==> config.mk <==
export PLATFORM = sky130hd
export DESIGN_NAME = uart_host_cmd_initiator
export DESIGN_NICKNAME = d
export VERILOG_FILES = /design/src/rtl/uart_host_cmd_initiator.sv
export SDC_FILE = /design/constraint.sdc
export NUM_CORES = 1
export LEC_CHECK = 0
export CELL_PAD_IN_SITES_DETAIL_PLACEMENT = 1
export CELL_PAD_IN_SITES_GLOBAL_PLACEMENT = 2
export CORE_MARGIN = 2
export CORE_UTILIZATION = 32
export DETAILED_ROUTE_END_ITERATION = 8
export PLACE_DENSITY = 0.78
export SKIP_CTS_REPAIR_TIMING = 1
export SLEW_MARGIN = 10
export SYNTH_ARGS = -nofsm -noshare
export SYNTH_HDL_FRONTEND = slang
export SYNTH_SLANG_ARGS = --single-unit
==> constraint.sdc <==
create_clock -name clk -period 7.3 [get_ports clk]
set_clock_uncertainty 0.15 [all_clocks]
set_input_delay 1.46 -clock clk [delete_from_list [all_inputs] [get_ports clk]]
set_output_delay 1.46 -clock clk [all_outputs]
set_load 0.05 [all_outputs]
==> src/rtl/uart_host_cmd_initiator.sv <==
// Host-side initiator for the UART-to-AXI4-Lite bridge: frames single-word read/write
// requests onto a TX byte stream and parses the bridge response. RX CRC check: HOST_CRC_CHECK_EN.
module uart_host_cmd_initiator #(
    parameter int unsigned TIMEOUT_CYCLES = 2_500_000,
    parameter logic [7:0]  SOF_CMD        = 8'hA5,
    parameter logic [7:0]  SOF_RSP        = 8'h5A
) (
    input  logic        clk,
    input  logic        rst,
    input  logic        cmd_valid,
    output logic        cmd_ready,
    input  logic        cmd_read,
    input  logic [31:0] cmd_addr,
    input  logic [31:0] cmd_wdata,
    output logic [7:0]  tx_data,
    output logic        tx_valid,
    input  logic        tx_ready,
    input  logic [7:0]  rx_data,
    input  logic        rx_valid,
    output logic        rsp_valid,
    output logic [1:0]  rsp_error,
    output logic [7:0]  rsp_status,
    output logic [31:0] rsp_rdata,
    output logic        busy
);

    localparam int unsigned     TO_W    = (TIMEOUT_CYCLES > 1) ? $clog2(TIMEOUT_CYCLES) : 1;
    localparam logic [TO_W-1:0] TO_LAST = TO_W'(TIMEOUT_CYCLES - 1);

    localparam logic [1:0] ERR_OK      = 2'd0;
    localparam logic [1:0] ERR_CRC     = 2'd1;
    localparam logic [1:0] ERR_TIMEOUT = 2'd2;
    localparam logic [1:0] ERR_FRAME   = 2'd3;

    typedef enum logic [2:0] {
        S_IDLE,
        S_TX_SOF,
        S_TX_BODY,
        S_TX_CRC,
        S_RX_SOF,
        S_RX_BODY,
        S_RX_CRC,
        S_DONE
    } state_t;

    state_t            r_state, w_state_n;
    logic              r_read, w_read_n;
    logic [31:0]       r_addr, w_addr_n;
    logic [31:0]       r_wdata, w_wdata_n;
    logic [7:0]        r_cmd, w_cmd_n;
    logic [3:0]        r_idx, w_idx_n;
    logic [7:0]        r_crc, w_crc_n;
    logic [7:0]        r_tx_data, w_tx_data_n;
    logic              r_tx_valid, w_tx_valid_n;
    logic [TO_W-1:0]   r_to_cnt, w_to_cnt_n;
    logic [7:0]        r_status, w_status_n;
    logic              r_frame_err, w_frame_err_n;
    logic [31:0]       r_rdata_sh, w_rdata_sh_n;
    logic              r_rsp_valid, w_rsp_valid_n;
    logic [1:0]        r_rsp_error, w_rsp_error_n;
    logic [7:0]        r_rsp_status, w_rsp_status_n;
    logic [31:0]       r_rsp_rdata, w_rsp_rdata_n;

    logic              w_tx_hs;
    logic              w_in_rx;
    logic              w_crc_bad;
    logic [3:0]        w_body_last;
    logic [1:0]        w_end_err;

    function automatic logic [7:0] crc8_upd(input logic [7:0] crc, input logic [7:0] data);
        logic [7:0] c;
        c = crc ^ data;
        for (int unsigned i = 0; i < 8; i++) begin
            c = c[7] ? ((c << 1) ^ 8'h07) : (c << 1);
        end
        return c;
    endfunction

    // Body byte k of the command frame: CMD, ADDR LE, then WDATA LE.
    function automatic logic [7:0] body_byte(input logic [3:0] idx, input logic [7:0] cmd,
                                             input logic [31:0] addr, input logic [31:0] wdata);
        case (idx)
            4'd0:    return cmd;
            4'd1:    return addr[7:0];
            4'd2:    return addr[15:8];
            4'd3:    return addr[23:16];
            4'd4:    return addr[31:24];
            4'd5:    return wdata[7:0];
            4'd6:    return wdata[15:8];
            4'd7:    return wdata[23:16];
            4'd8:    return wdata[31:24];
            default: return '0;
        endcase
    endfunction

`ifdef HOST_CRC_CHECK_EN
    assign w_crc_bad = (rx_data != r_crc);
`else
    assign w_crc_bad = 1'b0;
`endif

    assign w_tx_hs     = r_tx_valid && tx_ready;
    assign w_in_rx     = (r_state == S_RX_SOF) || (r_state == S_RX_BODY) || (r_state == S_RX_CRC);
    assign w_body_last = r_read ? 4'd4 : 4'd8;
    assign w_end_err   = w_crc_bad ? ERR_CRC : (r_frame_err ? ERR_FRAME : ERR_OK);

    always_ff @(posedge clk or posedge rst) begin
        if (rst) begin
            r_state      <= S_IDLE;
            r_read       <= 1'b0;
            r_addr       <= '0;
            r_wdata      <= '0;
            r_cmd        <= '0;
            r_idx        <= '0;
            r_crc        <= '0;
            r_tx_data    <= '0;
            r_tx_valid   <= 1'b0;
            r_to_cnt     <= '0;
            r_status     <= '0;
            r_frame_err  <= 1'b0;
            r_rdata_sh   <= '0;
            r_rsp_valid  <= 1'b0;
            r_rsp_error  <= '0;
            r_rsp_status <= '0;
            r_rsp_rdata  <= '0;
        end else begin
            r_state      <= w_state_n;
            r_read       <= w_read_n;
            r_addr       <= w_addr_n;
            r_wdata      <= w_wdata_n;
            r_cmd        <= w_cmd_n;
            r_idx        <= w_idx_n;
            r_crc        <= w_crc_n;
            r_tx_data    <= w_tx_data_n;
            r_tx_valid   <= w_tx_valid_n;
            r_to_cnt     <= w_to_cnt_n;
            r_status     <= w_status_n;
            r_frame_err  <= w_frame_err_n;
            r_rdata_sh   <= w_rdata_sh_n;
            r_rsp_valid  <= w_rsp_valid_n;
            r_rsp_error  <= w_rsp_error_n;
            r_rsp_status <= w_rsp_status_n;
            r_rsp_rdata  <= w_rsp_rdata_n;
        end
    end

    always_comb begin
        w_state_n      = r_state;
        w_read_n       = r_read;
        w_addr_n       = r_addr;
        w_wdata_n      = r_wdata;
        w_cmd_n        = r_cmd;
        w_idx_n        = r_idx;
        w_crc_n        = r_crc;
        w_tx_data_n    = r_tx_data;
        w_tx_valid_n   = r_tx_valid;
        w_to_cnt_n     = r_to_cnt;
        w_status_n     = r_status;
        w_frame_err_n  = r_frame_err;
        w_rdata_sh_n   = r_rdata_sh;
        w_rsp_valid_n  = 1'b0;
        w_rsp_error_n  = r_rsp_error;
        w_rsp_status_n = r_rsp_status;
        w_rsp_rdata_n  = r_rsp_rdata;

        case (r_state)
            S_IDLE: begin
                if (cmd_valid) begin
                    w_read_n     = cmd_read;
                    w_addr_n     = cmd_addr;
                    w_wdata_n    = cmd_wdata;
                    w_cmd_n      = {cmd_read, 1'b0, 2'b10, 4'h0};
                    w_crc_n      = '0;
                    w_tx_data_n  = SOF_CMD;
                    w_tx_valid_n = 1'b1;
                    w_state_n    = S_TX_SOF;
                end
            end
            S_TX_SOF: begin
                if (w_tx_hs) begin
                    w_idx_n     = '0;
                    w_tx_data_n = r_cmd;
                    w_state_n   = S_TX_BODY;
                end
            end
            S_TX_BODY: begin
                // CRC folds in each body byte as it is handed off; the last one yields the CRC byte.
                if (w_tx_hs) begin
                    w_crc_n = crc8_upd(r_crc, r_tx_data);
                    if (r_idx == w_body_last) begin
                        w_tx_data_n = crc8_upd(r_crc, r_tx_data);
                        w_state_n   = S_TX_CRC;
                    end else begin
                        w_idx_n     = r_idx + 4'd1;
                        w_tx_data_n = body_byte(r_idx + 4'd1, r_cmd, r_addr, r_wdata);
                    end
                end
            end
            S_TX_CRC: begin
                if (w_tx_hs) begin
                    w_tx_valid_n  = 1'b0;
                    w_tx_data_n   = '0;
                    w_crc_n       = '0;
                    w_to_cnt_n    = '0;
                    w_status_n    = '0;
                    w_frame_err_n = 1'b0;
                    w_rdata_sh_n  = '0;
                    w_state_n     = S_RX_SOF;
                end
            end
            S_RX_SOF: begin
                if (rx_valid && (rx_data == SOF_RSP)) begin
                    w_idx_n   = '0;
                    w_state_n = S_RX_BODY;
                end
            end
            S_RX_BODY: begin
                if (rx_valid) begin
                    w_crc_n = crc8_upd(r_crc, rx_data);
                    if (r_idx == 4'd0) begin
                        w_status_n = rx_data;
                        w_idx_n    = 4'd1;
                    end else if (r_idx == 4'd1) begin
                        w_frame_err_n = (rx_data != r_cmd);
                        if (r_read && (r_status == 8'h00)) begin
                            w_idx_n = 4'd2;
                        end else begin
                            w_state_n = S_RX_CRC;
                        end
                    end else begin
                        w_rdata_sh_n = {rx_data, r_rdata_sh[31:8]};
                        if (r_idx == 4'd5) begin
                            w_state_n = S_RX_CRC;
                        end else begin
                            w_idx_n = r_idx + 4'd1;
                        end
                    end
                end
            end
            S_RX_CRC: begin
                if (rx_valid) begin
                    w_rsp_valid_n  = 1'b1;
                    w_rsp_error_n  = w_end_err;
                    w_rsp_status_n = r_status;
                    w_rsp_rdata_n  = ((w_end_err == ERR_OK) && r_read && (r_status == 8'h00))
                                     ? r_rdata_sh : '0;
                    w_state_n      = S_DONE;
                end
            end
            S_DONE: begin
                w_state_n = S_IDLE;
            end
            default: begin
                w_state_n = S_IDLE;
            end
        endcase

        // A byte arriving in the threshold cycle wins over the timeout.
        if (w_in_rx) begin
            if (rx_valid) begin
                w_to_cnt_n = '0;
            end else if (r_to_cnt == TO_LAST) begin
                w_rsp_valid_n  = 1'b1;
                w_rsp_error_n  = ERR_TIMEOUT;
                w_rsp_status_n = 8'hFF;
                w_rsp_rdata_n  = '0;
                w_state_n      = S_DONE;
            end else if (r_to_cnt != '1) begin
                w_to_cnt_n = r_to_cnt + TO_W'(1);
            end
        end
    end

    assign cmd_ready  = (r_state == S_IDLE);
    assign busy       = (r_state != S_IDLE);
    assign tx_data    = r_tx_data;
    assign tx_valid   = r_tx_valid;
    assign rsp_valid  = r_rsp_valid;
    assign rsp_error  = r_rsp_error;
    assign rsp_status = r_rsp_status;
    assign rsp_rdata  = r_rsp_rdata;

endmodule
==> Changelog: implementation, run 1 <==
### Metrics

* Status: complete, no violations
* Htree depth at 4
* Post-synth EDFFs at 0
* Global-route wire length before repair at 44500 um
* Syn Std Cell Area at 0.00965 sq mm
* Clock-pin slew on the worst setup and hold paths at 80 ps
* Worst endpoint data arrival time at 2350 ps
* # nets final at 1119
* Post-synthesis sequential area ratio at 0.508
* Drt first pass iters at 7
* Tool Warnings at 33
* PwrDens at 406 mW/mm^2
* Core area at 0.0296 sq mm
* Synth unique cells at 63
* Syn Inst Count at 936
* N_diodes at 0
* Design Area, Final at 0.0119 sq mm
* Worst Setup End Kind: primary output
* Die Height at 178 um
* Worst flop-to-flop path endpoint: r_rdata_sh[30]$_DFFE_PP0P_
* Static Leak at 0.00490 uW
* Vias in the first global route at 7856
* Top-area cell share at 0.508
* Critical Path Source: r_state[1]$_DFF_PP0_
* Worst slew pin tran at 1200 ps
* Worst Setup EP: cmd_ready
* Crit path kind: flop to primary output
* Total GRT Usage at 0.180
* Top cells by area, synth: dfrtp_1 51%, mux2_2 5.6%, nand2_1 4.5%
* Num rows at 63
* Synth flops at 196
* Top Layer Used: met4
* Root Driver: clkbuf_16
* Port Buffer Count at 131
* Floorplan net count at 1021
* Final HPWL DP at 19400 um
* MaxCap Viol Count at 0
* Maximum vdd drop at 0.000168 V
* Syn Area/Cell at 10.3 sq um
* Synth warnings at 0
* Initial antenna violation count at 0
* Layout cells sized above 1 at 0.0984
* Worst-path maximum fanout at 18
* Worst r2r path cells at 9
* CP required at 5690 ps
* Longest Clk Path Bufs at 2
* Largest net degree at the start of global routing at 148
* Max Transition Viols Final at 0
* Yosys top cell by area: dfrtp_1
* Min-delay worst type: flop to flop
* Final period utilization at 0.542
* YS chip area at 0.00965 sq mm
* Top FF cell, synth: dfrtp_1
* GP Congestion at 0.764
* Yosys stat cell total at 936
* Post-route setup TNS at 0 ps
* Die ar. at 0.0316 sq mm
* Synth async-reset ratio at 1.00
* Die width at 178 um
* Average wire per standard cell at 19.3 um
* Slew HR at 0.199
* ANT nets after route at 0
* Hold Vio Cnt, Final at 0
* Most frequent logic cell in the layout: dfrtp_1
* 1st-iter DRT viols at 480
* RSZ-0062 raised after global routing: no
* R2r startpoint: r_idx[0]$_DFFE_PP0P_
* Fp_density at 0.326
* Critical path launch point type: flop
* Top logic cells by instance count in the layout: 196 x dfrtp_1, 131 x clkdlybuf4s50_1, 116 x nand2_1, 82 x o21ai_0, 51 x nor2_1
* Met2 routed WL at 13500 um
* Final min period at 3960 ps
* Met3 Wirelength at 1420 um
* Area Overhead vs Synth at 23.0%
* Max Freq at 253 MHz
* Met1 WL at 12500 um
* TritonCTS clock tree: built
* R2R Setup Slk at 4020 ps
* Final Core Density at 0.400
* Post-Place Cell Area at 0.0112 sq mm
* Total congestion overflow at 0
* Final setup violation count at 0
* Mean number of vias per cell at 5.28
* Drt drc at 0
* IO Count at 132
==> run 1: metrics by stage <==
step | hold WS, ps | std cells | setup WS, ps | total power, uW
floorplan | 307 | 936 | 349 | 3230
global placement | 319 | 1405 | 3150 | 3800
detailed placement | 327 | 1405 | 3120 | 3850
CTS | 346 | 1437 | 3300 | 4870
global route | 359 | 1437 | 3180 | 5140
finish | 342 | 1437 | 3340 | 4820
==> run 1: flip-flops by register name, summed over array words and instances, names as in the netlist <==
signal and count:
r_addr 32, r_cmd 1, r_crc 8, r_frame_err 1, r_idx 4, r_rdata_sh 32, r_read 1, r_state 3
r_status 8, r_to_cnt 22, r_wdata 32, rsp_error 2, rsp_rdata 32, rsp_status 8, rsp_valid 1, tx_data 8
tx_valid 1
==> run 1: worst min-delay path by stage <==
stage               cells after the start  slack [ps]                    start                       to
finish                                  1         340   r_wdata[8]$_DFFE_PP0P_   r_wdata[8]$_DFFE_PP0P_
floorplan                               1         310  r_wdata[31]$_DFFE_PP0P_  r_wdata[31]$_DFFE_PP0P_
global placement                        1         320   r_addr[31]$_DFFE_PP0P_   r_addr[31]$_DFFE_PP0P_
CTS                                     1         350   r_wdata[8]$_DFFE_PP0P_   r_wdata[8]$_DFFE_PP0P_
global route                            1         360  r_wdata[12]$_DFFE_PP0P_  r_wdata[12]$_DFFE_PP0P_
detailed placement                      1         330   r_wdata[8]$_DFFE_PP0P_   r_wdata[8]$_DFFE_PP0P_
==> run 1: logic make-up after synthesis <==
logic type      synth area share
mux                       0.0791
fa+ha+maj                0.00908
simple gates               0.130
buf+inv                   0.0437
flops                      0.508
xor+xnor                  0.0475
compound gates             0.183
==> run 1: power by group <==
part / total (uW) / switching [uW] / internal, uW
combinational: 2120 / 1210 / 915
sequential: 1690 / 287 / 1400
clock: 1010 / 526 / 481
==> run 1: critical path, stage by stage, from the launching register on <==
cell and delay, ps:
dfrtp_1 590, nor2_1 320, nand2_1 140, inv_1 70, clkdlybuf4s50_1 790
==> run 1: layer usage <==
layer | up-vias | track usage
met5 | - | 0
met4 | 0 | 0.0403
met3 | 21 | 0.0439
met2 | 159 | 0.302
met1 | 3836 | 0.235
li1 | 3565 | -
==> run 1: Yosys cell counts, types with 19 or more instances <==
master and count:
a22oi_1 19, clkbuf_1 41, nand3_1 19, a21oi_1 44, dfrtp_1 196, o21ai_0 82
a22o_1 40, mux2_2 48, xnor2_1 30, inv_1 26, nand2_1 116, nor2_1 51
==> run 1: layout make-up <==
type / instances / area (sq um)
fill: 3329 / 17800
sequential: 196 / 4900
multi-input combinational: 651 / 4340
timing repair buffer: 142 / 1390
tap: 390 / 488
clock buffer: 17 / 425
clock inverter: 15 / 213
inverter: 26 / 105
**Run 1: clock wires, drivers and flops**

(3 px per um)
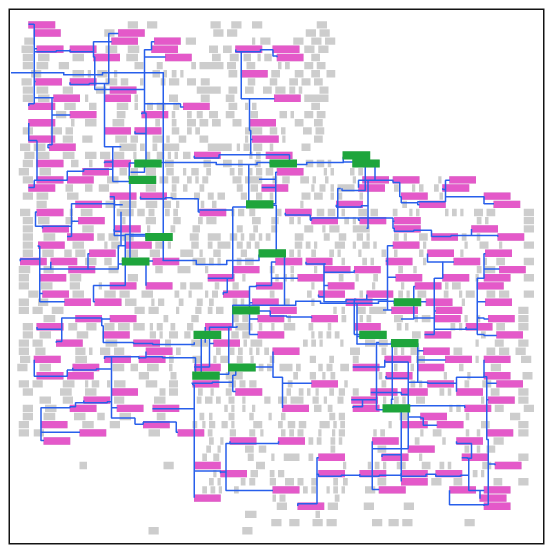
Green marks clock drivers, count 17. Blue marks clock wires, length 2730 um. Magenta marks flip-flops, count 196.
There are 18 routed clock nets. Position of the flops: all over the die.
clock share of power: 0.209
Late-Pin Clk Latency: 450 ps
Clock net power: 1010 uW

**Run 1: clock nets**

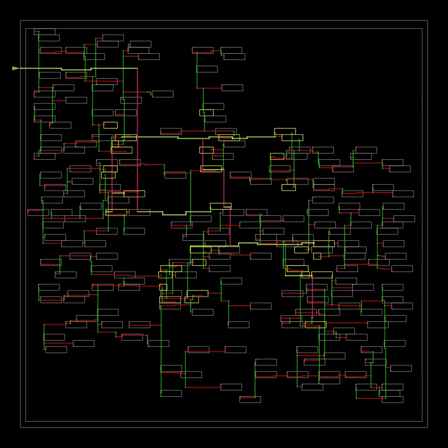
TritonCTS Buffers: 17
Sink Count: 196

**Run 1: the metal 3 layer**

(3 px per um)
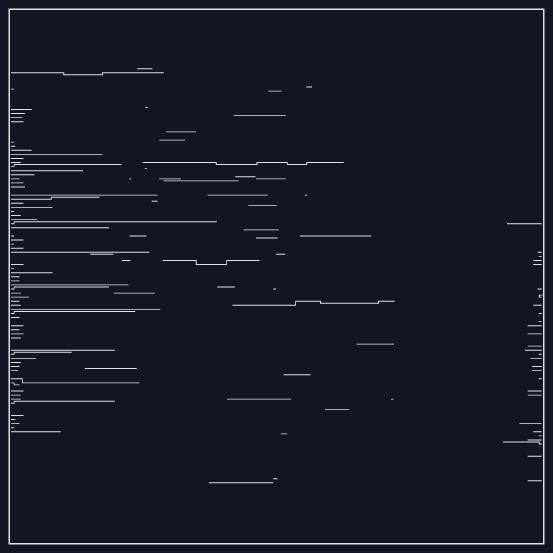
The layer holds 5.1% of the routed length. The wires run mostly horizontal. The longest straight run is 67.4 um. 120 nets have wire on it. The layer carries 1420 um of wire.
grt met3 use: 0.0439
vias: 7581
total routed wirelength: 27700 um

--- run 2 (diff from run 1) ---
Settings changed: CORE_UTILIZATION 32 to 35, PLACE_DENSITY 0.78 to 0.81.
Clock period 7.3 ns to 3.8 ns, I/O delays scaled along.
**Run 2: clock nets**

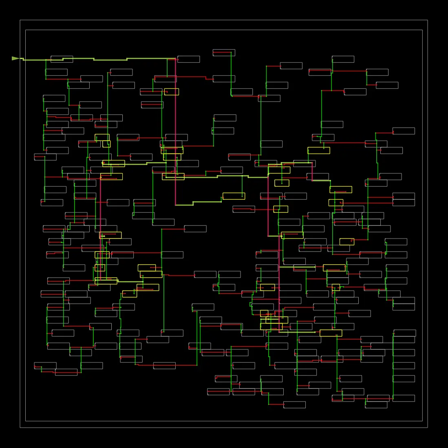
CLK BUF: 17
Clock net power: 1990 uW

**Run 2: gate-type map**

(1.5 px per um)
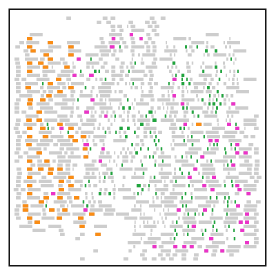
Orange marks mux cells, cells 68, where a vertical strip on the left. Magenta marks non-inverting ao/oa cells, cells 54, where all over the die. Green marks nand cells, cells 156.
most frequent logic cell in the layout: dfrtp_1
Finished Layout Cells: 1404
multi-input combinational area share: 0.361

==> run 2 against run 1 <==
Against the previous run: power grew 97%; worst setup slack lost 2700 ps; clock power grew 97%; combinational power grew 100%; highest routed layer is now met5.
==> Changelog: implementation, run 2 <==
### Metrics

* Status: complete, no violations (unchanged)
* Drt drc at 0 (unchanged)
* Seq. cell area at 0.00490 sq mm (unchanged)
* Slew HR at 0.389 (was 0.199)
* ANT nets after route at 0 (unchanged)
* Num rows at 60 (was 63)
* Maximum vdd drop at 0.000381 V (was 0.000168 V)
* Pre-CTS setup slack at 484 ps (was 3120 ps)
* Hold Vio Cnt, Final at 0 (unchanged)
* YS chip area at 0.00965 sq mm (unchanged)
* Final HPWL DP at 19700 um (was 19400 um)
* Syn Std Cell Area at 0.00965 sq mm (unchanged)
* Yosys top cell by area: dfrtp_1 (unchanged)
* Global-route wire length before repair at 45200 um (was 44500 um)
* # nets final at 1135 (was 1119)
* MaxCap Viol Count at 0 (unchanged)
* Final WS setup at 644 ps (was 3340 ps)
* N_diodes at 0 (unchanged)
* Vias in the first global route at 8121 (was 7856)
* Htree depth at 4 (unchanged)
* Area Overhead vs Synth at 24.5% (was 23.0%)
* TritonCTS Buffers at 17 (unchanged)
* Critical path launch point type: flop (unchanged)
* Critical Path Source: r_state[1]$_DFF_PP0_ (unchanged)
* Largest net degree at the start of global routing at 64 (was 148)
* Layout cells sized above 1 at 0.111 (was 0.0984)
* Final period utilization at 0.831
* Worst Setup End Kind: primary output (unchanged)
* Min-delay worst type: flop to flop (unchanged)
* Worst-path maximum fanout at 8 (was 18)
* Die ar. at 0.0289 sq mm (was 0.0316 sq mm)
* Cell at the slowest stage of the critical path: clkdlybuf4s50_1 (unchanged)
* Final Core Density at 0.445 (was 0.400)
* Switching power at 3980 uW (was 2020 uW)
* Final min period at 3160 ps
* Overall power at 9470 uW (was 4820 uW)
* Post-synthesis sequential area ratio at 0.508 (unchanged)
* Tool Warnings at 31 (was 33)
* Fp_density at 0.357 (was 0.326)
* Average wire per standard cell at 19.8 um (was 19.3 um)
* Synth top cells by count: 196 x dfrtp_1, 116 x nand2_1, 82 x o21ai_0 (unchanged)
* Crit-path cells: nor2_1 -> nand2_1 -> inv_1 -> clkdlybuf4s50_1 (unchanged)
* Logic area at 0.00433 sq mm (was 0.00434 sq mm)
* Max incr delay on CP at 790 ps (about the same)
* Yosys stat cell total at 936 (unchanged)
* Syn Area/Cell at 10.3 sq um (unchanged)
* Max Transition Viols Final at 0 (unchanged)
* IO Count at 132 (unchanged)
* Mean number of vias per cell at 5.43 (was 5.28)
* Die Height at 170 um (was 178 um)
* Combinational Power Share at 0.450 (was 0.441)
* Post-route setup TNS at 0 ps (unchanged)
* Initial antenna violation count at 1 (was 0)
* Total GRT Usage at 0.198 (was 0.180)
* CP required at 2890 ps (was 5690 ps)
* Final setup violation count at 0 (unchanged)
* Drt first pass iters at 5 (was 7)
* Worst r2r path cells at 7 (was 9)
**Run 2: clock wires, drivers and flops**

(3 px per um)
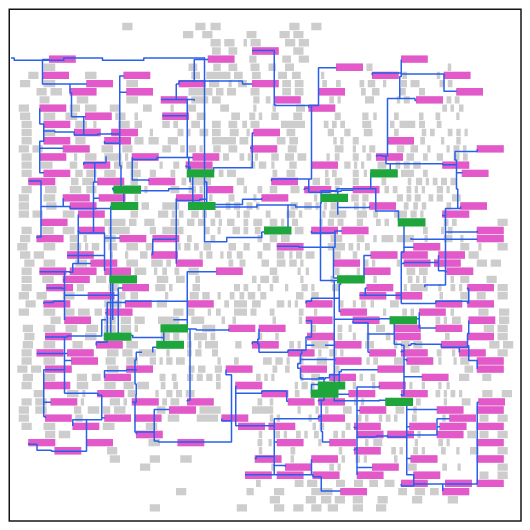
Green marks clock drivers, count 17. Magenta marks flip-flops, count 196. Blue marks clock wires, length 2680 um.
Position of the flops: all over the die. There are 18 routed clock nets.
clock share of power: 0.210

-- run 2: cell counts after synthesis --
No cell type changed its count.
-- run 2: layout make-up --
| cell class | count | area share |
|---|---|---|
| clock buffers | 17 | 0.0354 |
| clock inverters | 15 | 0.0186 |
| multi-input cells | 651 | 0.361 |
| well taps | 341 | 0.0355 |
| repair buffers | 158 | 0.133 |
| flip-flops and latches | 196 | 0.408 |
| inverters | 26 | 0.00843 |
-- run 2: per-layer routing --
layer,part of all wire,global-route usage
met4,0.010,0.0398
met3,0.039,0.0423
met2,0.50,0.340
met1,0.45,0.260
met5,0.00039,0
-- run 2: worst min-delay path by stage --
stage	start	endpoint	depth (start not counted)
6_report	r_wdata[18]$_DFFE_PP0P_	r_wdata[18]$_DFFE_PP0P_	1
3_3_place_gp	r_wdata[31]$_DFFE_PP0P_	r_wdata[31]$_DFFE_PP0P_	1
2_1_floorplan	r_wdata[31]$_DFFE_PP0P_	r_wdata[31]$_DFFE_PP0P_	1
4_1_cts	r_wdata[12]$_DFFE_PP0P_	r_wdata[12]$_DFFE_PP0P_	1
3_5_place_dp	r_wdata[12]$_DFFE_PP0P_	r_wdata[12]$_DFFE_PP0P_	1
5_1_grt	r_addr[31]$_DFFE_PP0P_	r_addr[31]$_DFFE_PP0P_	1
-- run 2: cell families (layout without fill, tap and decap cells) --
kind of cell	Yosys count	in the layout	synth area share
AND-OR/OR-AND	268	268	0.183
AND/OR/NAND/NOR	262	262	0.130
flip-flops	196	196	0.508
buffers and inverters	89	216	0.0437
multiplexers	68	68	0.0791
XOR/XNOR	46	46	0.0475
adder cells (fa/ha/maj)	7	7	0.00908
-- run 2: worst max-delay path, delay by kind of cell (launching register included) --
kind          cells  cell delay, ps
buf+inv           2             860
flops             1             500
simple gates      2             440
-- run 2: per-stage QoR --
| stage | hold WS (ps) | std cells |
|---|---|---|
| 5_1_grt | 366 | 1404 |
| 2_1_floorplan | 307 | 936 |
| 3_3_place_gp | 319 | 1372 |
| 6_report | 343 | 1404 |
| 3_5_place_dp | 327 | 1372 |
| 4_1_cts | 346 | 1404 |
-- run 2: power by group through the flow --
stage          Clock, uW  Sequential [uW]  Combinational [uW]
2_1_floorplan          0             3390                2810
3_3_place_gp           0             3220                4140
3_5_place_dp           0             3250                4250
4_1_cts             2030             3220                4300
5_1_grt             2110             3310                4630
6_report            1990             3210                4260
No activity file was given, so power comes from the tool's default toggle rates.
